`config.mk`:
```
export PLATFORM = sky130hd
export DESIGN_NAME = ws2812_rx_flat
export DESIGN_NICKNAME = d
export VERILOG_FILES = /design/src/rtl/ws2812_rx_if.sv /design/src/rtl/ws2812_rx.sv /design/src/flat_wrapper.sv
export SDC_FILE = /design/constraint.sdc
export NUM_CORES = 1
export LEC_CHECK = 0
export CAP_MARGIN = 20
export CORE_MARGIN = 2
export CORE_UTILIZATION = 55
export CTS_CLUSTER_SIZE = 16
export DETAILED_ROUTE_END_ITERATION = 16
export PLACE_DENSITY = 0.77
export REMOVE_ABC_BUFFERS = 1
export SETUP_SLACK_MARGIN = 0.05
export SLEW_MARGIN = 20
export SYNTH_ARGS = -nofsm -noshare
export SYNTH_HDL_FRONTEND = slang
export SYNTH_SLANG_ARGS = --single-unit
```
`constraint.sdc`:
```
create_clock -name clk_i -period 4.4 [get_ports clk_i]
set_input_delay 1.32 -clock clk_i [delete_from_list [all_inputs] [get_ports clk_i]]
set_output_delay 1.32 -clock clk_i [all_outputs]
set_load 0.01 [all_outputs]
```
`src/rtl/ws2812_rx_if.sv`:
```
// Receiver bus: raw WS2812 line in, decoded pixel/frame/error strobes out.
// Latency: none, signal bundle only.
// Backpressure: none, strobes are fire-and-forget and must be sampled when high.
interface ws2812_rx_if #(
  parameter int unsigned NUM_LEDS = 256
);
  localparam int IDX_W = $clog2(NUM_LEDS);

  logic              din_i;
  logic [23:0]       pix_o;
  logic              pix_valid_o;
  logic [IDX_W-1:0]  pix_idx_o;
  logic              frame_done_o;
  logic [IDX_W:0]    pix_cnt_o;
  logic              err_o;
  logic [1:0]        err_code_o;
  logic              busy_o;

  // Decoder side: consumes the line, drives results.
  modport master (
    input  din_i,
    output pix_o, pix_valid_o, pix_idx_o, frame_done_o, pix_cnt_o,
    output err_o, err_code_o, busy_o
  );

  // Driver/observer side: drives the line, watches results.
  modport slave (
    output din_i,
    input  pix_o, pix_valid_o, pix_idx_o, frame_done_o, pix_cnt_o,
    input  err_o, err_code_o, busy_o
  );
endinterface

```
`src/rtl/ws2812_rx.sv`:
```
// WS2812 pulse-width decoder: 24-bit pixels, frame index, latch-gap frame end.
// Latency: pix_valid_o 4 clk after the din_i falling edge of the last bit.
// Backpressure: none, every output is a one-cycle strobe with no stall.
module ws2812_rx #(
  parameter int unsigned SYSTEM_CLOCK  = 50000000,
  parameter int unsigned NUM_LEDS      = 256,
  parameter int unsigned T_MIN_NS      = 150,
  parameter int unsigned T_THRESH_NS   = 600,
  parameter int unsigned T_HIGH_MAX_NS = 1500,
  parameter int unsigned T_RESET_NS    = 50000
) (
  input  logic          clk_i,
  input  logic          reset_i,
  ws2812_rx_if.master   bus
);

  localparam int IDX_W = $clog2(NUM_LEDS);
  localparam int CNT_W = IDX_W + 1;

  // Nanosecond limits converted to whole clock cycles (truncated).
  localparam longint CYC_MIN   = (longint'(T_MIN_NS)      * longint'(SYSTEM_CLOCK)) / longint'(1000000000);
  localparam longint CYC_THR   = (longint'(T_THRESH_NS)   * longint'(SYSTEM_CLOCK)) / longint'(1000000000);
  localparam longint CYC_HMAX  = (longint'(T_HIGH_MAX_NS) * longint'(SYSTEM_CLOCK)) / longint'(1000000000);
  localparam longint CYC_RESET = (longint'(T_RESET_NS)    * longint'(SYSTEM_CLOCK)) / longint'(1000000000);

  localparam logic [16:0] MIN_LEN   = 17'(CYC_MIN);
  localparam logic [16:0] THR_LEN   = 17'(CYC_THR);
  localparam logic [16:0] HMAX_LEN  = 17'(CYC_HMAX);
  localparam logic [16:0] RESET_LEN = 17'(CYC_RESET);

  localparam logic [CNT_W-1:0] FULL_CNT = CNT_W'(NUM_LEDS);

  typedef enum logic [1:0] {
    S_WAIT_GAP = 2'd0,
    S_IDLE     = 2'd1,
    S_HIGH     = 2'd2,
    S_LOW      = 2'd3
  } state_t;

  // Input conditioning
  logic sync1_q, sync1_d;
  logic sync2_q, sync2_d;
  logic lvl_q, lvl_d;
  logic rise_q, rise_d;
  logic fall_q, fall_d;
  logic [15:0] dur_q, dur_d;
  logic [16:0] dur_len;

  // Decoder state
  state_t             state_q, state_d;
  logic [4:0]         bit_cnt_q, bit_cnt_d;
  logic [CNT_W-1:0]   pix_cnt_q, pix_cnt_d;
  logic [22:0]        shift_q, shift_d;
  logic               ovf_q, ovf_d;
  logic [23:0]        new_word;
  logic               bit_one;

  // Registered outputs
  logic [23:0]        pix_q, pix_d;
  logic               pix_valid_q, pix_valid_d;
  logic [IDX_W-1:0]   pix_idx_q, pix_idx_d;
  logic               done_q, done_d;
  logic [CNT_W-1:0]   pix_cnt_out_q, pix_cnt_out_d;
  logic               err_q, err_d;
  logic [1:0]         err_code_q, err_code_d;
  logic               busy_q, busy_d;

  // Length of the current level including the cycle in progress; an edge
  // strobe cycle sees the finished length of the level that just ended.
  assign dur_len = {1'b0, dur_q} + 17'd1;
  assign bit_one = (dur_len >= THR_LEN);

  // Synchronizer, registered edge strobes aligned with lvl_q, and the
  // saturating duration counter that restarts on every edge.
  always_comb begin
    sync1_d = bus.din_i;
    sync2_d = sync1_q;
    lvl_d   = sync2_q;
    rise_d  = sync2_q & ~lvl_q;
    fall_d  = ~sync2_q & lvl_q;
    if (rise_q | fall_q) begin
      dur_d = '0;
    end else if (&dur_q) begin
      dur_d = dur_q;
    end else begin
      dur_d = dur_q + 16'd1;
    end
  end

  // Next-state and output decode for the frame FSM.
  always_comb begin
    state_d       = state_q;
    bit_cnt_d     = bit_cnt_q;
    pix_cnt_d     = pix_cnt_q;
    shift_d       = shift_q;
    ovf_d         = ovf_q;
    pix_d         = pix_q;
    pix_valid_d   = 1'b0;
    pix_idx_d     = pix_idx_q;
    done_d        = 1'b0;
    pix_cnt_out_d = pix_cnt_out_q;
    err_d         = 1'b0;
    err_code_d    = err_code_q;
    busy_d        = busy_q;
    new_word      = {shift_q, bit_one};

    case (state_q)
      S_WAIT_GAP: begin
        // The fall cycle still carries the high length, so skip it.
        if (!lvl_q && !fall_q && (dur_len >= RESET_LEN)) begin
          state_d = S_IDLE;
          busy_d  = 1'b0;
        end
      end

      S_IDLE: begin
        if (rise_q) begin
          state_d = S_HIGH;
          busy_d  = 1'b1;
        end
      end

      S_HIGH: begin
        if (dur_len > HMAX_LEN) begin
          err_d      = 1'b1;
          err_code_d = 2'd1;
          state_d    = S_WAIT_GAP;
          bit_cnt_d  = '0;
          pix_cnt_d  = '0;
          ovf_d      = 1'b0;
        end else if (fall_q) begin
          if (dur_len < MIN_LEN) begin
            err_d      = 1'b1;
            err_code_d = 2'd0;
            state_d    = S_WAIT_GAP;
            bit_cnt_d  = '0;
            pix_cnt_d  = '0;
            ovf_d      = 1'b0;
          end else begin
            state_d = S_LOW;
            shift_d = new_word[22:0];
            if (bit_cnt_q == 5'd23) begin
              bit_cnt_d = '0;
              if (pix_cnt_q == FULL_CNT) begin
                // Extra pixels are dropped; flag the overflow once per frame.
                if (!ovf_q) begin
                  err_d      = 1'b1;
                  err_code_d = 2'd3;
                  ovf_d      = 1'b1;
                end
              end else begin
                pix_d       = new_word;
                pix_valid_d = 1'b1;
                pix_idx_d   = pix_cnt_q[IDX_W-1:0];
                pix_cnt_d   = pix_cnt_q + CNT_W'(1);
              end
            end else begin
              bit_cnt_d = bit_cnt_q + 5'd1;
            end
          end
        end
      end

      S_LOW: begin
        if (rise_q) begin
          state_d = S_HIGH;
        end else if (dur_len >= RESET_LEN) begin
          done_d        = 1'b1;
          pix_cnt_out_d = pix_cnt_q;
          if (bit_cnt_q != 5'd0) begin
            err_d      = 1'b1;
            err_code_d = 2'd2;
          end
          bit_cnt_d = '0;
          pix_cnt_d = '0;
          ovf_d     = 1'b0;
          busy_d    = 1'b0;
          state_d   = S_IDLE;
        end
      end

      default: begin
        state_d = S_WAIT_GAP;
      end
    endcase
  end

  // State, counter and output registers with synchronous reset.
  always_ff @(posedge clk_i) begin
    if (reset_i) begin
      sync1_q       <= 1'b0;
      sync2_q       <= 1'b0;
      lvl_q         <= 1'b0;
      rise_q        <= 1'b0;
      fall_q        <= 1'b0;
      dur_q         <= '0;
      state_q       <= S_WAIT_GAP;
      bit_cnt_q     <= '0;
      pix_cnt_q     <= '0;
      shift_q       <= '0;
      ovf_q         <= 1'b0;
      pix_q         <= '0;
      pix_valid_q   <= 1'b0;
      pix_idx_q     <= '0;
      done_q        <= 1'b0;
      pix_cnt_out_q <= '0;
      err_q         <= 1'b0;
      err_code_q    <= '0;
      busy_q        <= 1'b0;
    end else begin
      sync1_q       <= sync1_d;
      sync2_q       <= sync2_d;
      lvl_q         <= lvl_d;
      rise_q        <= rise_d;
      fall_q        <= fall_d;
      dur_q         <= dur_d;
      state_q       <= state_d;
      bit_cnt_q     <= bit_cnt_d;
      pix_cnt_q     <= pix_cnt_d;
      shift_q       <= shift_d;
      ovf_q         <= ovf_d;
      pix_q         <= pix_d;
      pix_valid_q   <= pix_valid_d;
      pix_idx_q     <= pix_idx_d;
      done_q        <= done_d;
      pix_cnt_out_q <= pix_cnt_out_d;
      err_q         <= err_d;
      err_code_q    <= err_code_d;
      busy_q        <= busy_d;
    end
  end

  assign bus.pix_o        = pix_q;
  assign bus.pix_valid_o  = pix_valid_q;
  assign bus.pix_idx_o    = pix_idx_q;
  assign bus.frame_done_o = done_q;
  assign bus.pix_cnt_o    = pix_cnt_out_q;
  assign bus.err_o        = err_q;
  assign bus.err_code_o   = err_code_q;
  assign bus.busy_o       = busy_q;

endmodule

```
`src/flat_wrapper.sv`:
```
// flat-port wrapper written by rule: the top's interface ports become plain ports
module ws2812_rx_flat 
#(
  parameter int unsigned SYSTEM_CLOCK  = 50000000,
  parameter int unsigned NUM_LEDS      = 256,
  parameter int unsigned T_MIN_NS      = 150,
  parameter int unsigned T_THRESH_NS   = 600,
  parameter int unsigned T_HIGH_MAX_NS = 1500,
  parameter int unsigned T_RESET_NS    = 50000
)
  (clk_i, reset_i, bus_din_i, bus_pix_o, bus_pix_valid_o, bus_pix_idx_o, bus_frame_done_o, bus_pix_cnt_o, bus_err_o, bus_err_code_o, bus_busy_o);
  ws2812_rx_if #(.NUM_LEDS(NUM_LEDS)) bus_i ();
  input  logic clk_i;
  input  logic reset_i;
  input wire logic [$bits(bus_i.din_i)-1:0] bus_din_i;
  output wire logic [$bits(bus_i.pix_o)-1:0] bus_pix_o;
  output wire logic [$bits(bus_i.pix_valid_o)-1:0] bus_pix_valid_o;
  output wire logic [$bits(bus_i.pix_idx_o)-1:0] bus_pix_idx_o;
  output wire logic [$bits(bus_i.frame_done_o)-1:0] bus_frame_done_o;
  output wire logic [$bits(bus_i.pix_cnt_o)-1:0] bus_pix_cnt_o;
  output wire logic [$bits(bus_i.err_o)-1:0] bus_err_o;
  output wire logic [$bits(bus_i.err_code_o)-1:0] bus_err_code_o;
  output wire logic [$bits(bus_i.busy_o)-1:0] bus_busy_o;
  assign bus_i.din_i = bus_din_i;
  assign bus_pix_o = bus_i.pix_o;
  assign bus_pix_valid_o = bus_i.pix_valid_o;
  assign bus_pix_idx_o = bus_i.pix_idx_o;
  assign bus_frame_done_o = bus_i.frame_done_o;
  assign bus_pix_cnt_o = bus_i.pix_cnt_o;
  assign bus_err_o = bus_i.err_o;
  assign bus_err_code_o = bus_i.err_code_o;
  assign bus_busy_o = bus_i.busy_o;
  ws2812_rx #(.SYSTEM_CLOCK(SYSTEM_CLOCK), .NUM_LEDS(NUM_LEDS), .T_MIN_NS(T_MIN_NS), .T_THRESH_NS(T_THRESH_NS), .T_HIGH_MAX_NS(T_HIGH_MAX_NS), .T_RESET_NS(T_RESET_NS)) u_core (.clk_i(clk_i), .reset_i(reset_i), .bus(bus_i));
endmodule
```
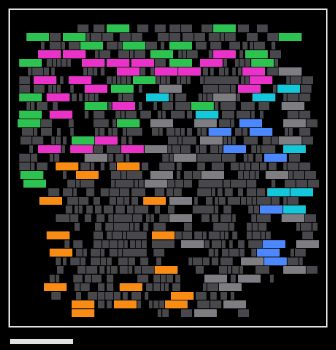
**Above:** register map, names as in the netlist.
Bar = 20 µm.
netlist name	color	flops
u_core.bus.pix_o	green	24
u_core.dur_q	orange	16
u_core.shift_q	magenta	23
u_core.pix_cnt_q	blue	9
u_core.bus.pix_idx_o	cyan	8
not colored	28

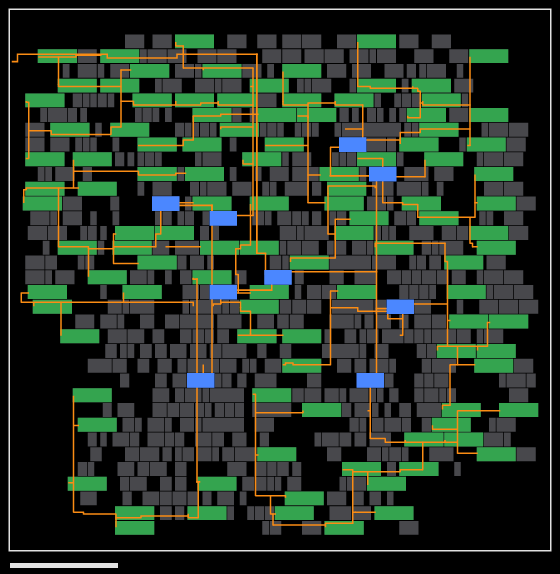
**Above:** clock distribution.
Bar = 20 µm.
[clock drivers] blue | count: 9
[clock wires] orange | length: 1230 µm
[flip-flops] green | count: 108
routed clock nets	10

==> impl_metrics.env <==
# yosys + openroad results
export IMPL_synth_area_yosys_um2=5030
export IMPL_p_seq_w=0.000989
export IMPL_vias=4284
export IMPL_h_tree_depth=3
export IMPL_status="complete, no violations"
export IMPL_finalPower_w=0.00171
export IMPL_ys_ff=108
export IMPL_cp_data_arrival_time_ns=4.21
export IMPL_synthTopCellsByArea="dfxtp_1, mux2i_1, nand2_1, nor2_1, a21oi_1"
export IMPL_grtUsageMet3_pct=3.44
export IMPL_fp_utilization_pct=57.1
export IMPL_cts_hold_buffers=0
export IMPL_clock_power_share_pct=39.1
export IMPL_ys_top_logic_family="simple AND/OR/NAND/NOR gates"
export IMPL_fp_dieW_um=99.6
export IMPL_critical_path_class="flip-flop to flip-flop"
export IMPL_setup_violations=0
export IMPL_cp_num_buf_inv=1
export IMPL_clock_cell_area_share_pct=3.90
export IMPL_slowest_delay_ns=0.71
export IMPL_filler_cell_count=706
export IMPL_gp_congestion=0.892
export IMPL_buffer_area_share_pct=9.89
export IMPL_synth_cellmix_xorXnorShare_pct=2.26
export IMPL_grt_max_degree=45
export IMPL_most_common_cell="dfxtp_1"
export IMPL_drt_pass1_iterations=5
export IMPL_rsz0062_at_grt="false"
export IMPL_largest_reg_flops=24
export IMPL_netlist_top_cells_count="dfxtp_1, nand2_1, nor2_1"
export IMPL_clkTransAtPathRegs_ns=0.12
export IMPL_grt_usage_pct=23.7
export IMPL_aoi_share_pct=15.3
export IMPL_intPower_w=0.00128
export IMPL_most_common_layout_cells="dfxtp_1, nand2_1, nor2_1"
export IMPL_cts_tree="done"
export IMPL_grt_first_pass_wirelength_um=19400
export IMPL_grt_busiest_layer="met2"
export IMPL_post_cts_resized=0
export IMPL_skew_ns=0.0187
export IMPL_layout_drive_gt1_share_pct=8.46
export IMPL_drt_iter0_markers=290
export IMPL_ff_type="dfxtp_1"
export IMPL_post_route_period_util_pct=89.1
export IMPL_final_cell_area_um2=5810
export IMPL_ys_warn_count=0
export IMPL_p_clk_w=0.000670
export IMPL_ant_nets=0
export IMPL_p_sw_share_pct=25.1
export IMPL_wl_met3_um=574
export IMPL_crit_fanout=14
export IMPL_post_dp_cell_area_um2=5570
export IMPL_top_area_cell="dfxtp_1"
export IMPL_cts_inserted_buffers=9
export IMPL_n_antenna_cell=0
export IMPL_fin_tns_setup_ns=0
export IMPL_met2_usage_pct=39.5
export IMPL_grt_pass1_vias=3982
export IMPL_core_area_um2=8810
export IMPL_clock_fmax_mhz=255
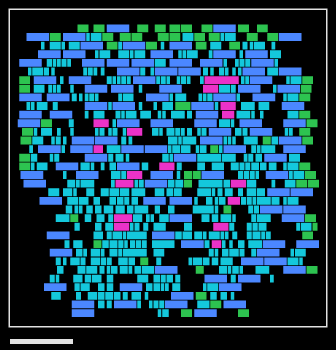
**Above:** cell classes on the final placement.
Bar = 20 µm.
class	color	cells
remaining buffers and delay cells	green	60
sequential cells	blue	108
clock drivers and dummy loads	magenta	16
combinational and other logic	cyan	431

worst paths after layout:
check / startpoint / end / slack (ns) / depth (start not counted)
min reg2reg: u_core.lvl_d$_SDFF_PP0_ / u_core.fall_q$_SDFF_PP0_ / 0.42 / 1
max: u_core.dur_q[0]$_SDFFE_PP0P_ / u_core.pix_cnt_q[5]$_SDFFE_PP0P_ / 0.48 / 10
max reg2reg: u_core.dur_q[0]$_SDFFE_PP0P_ / u_core.pix_cnt_q[5]$_SDFFE_PP0P_ / 0.48 / 10
min: u_core.lvl_d$_SDFF_PP0_ / u_core.fall_q$_SDFF_PP0_ / 0.42 / 1
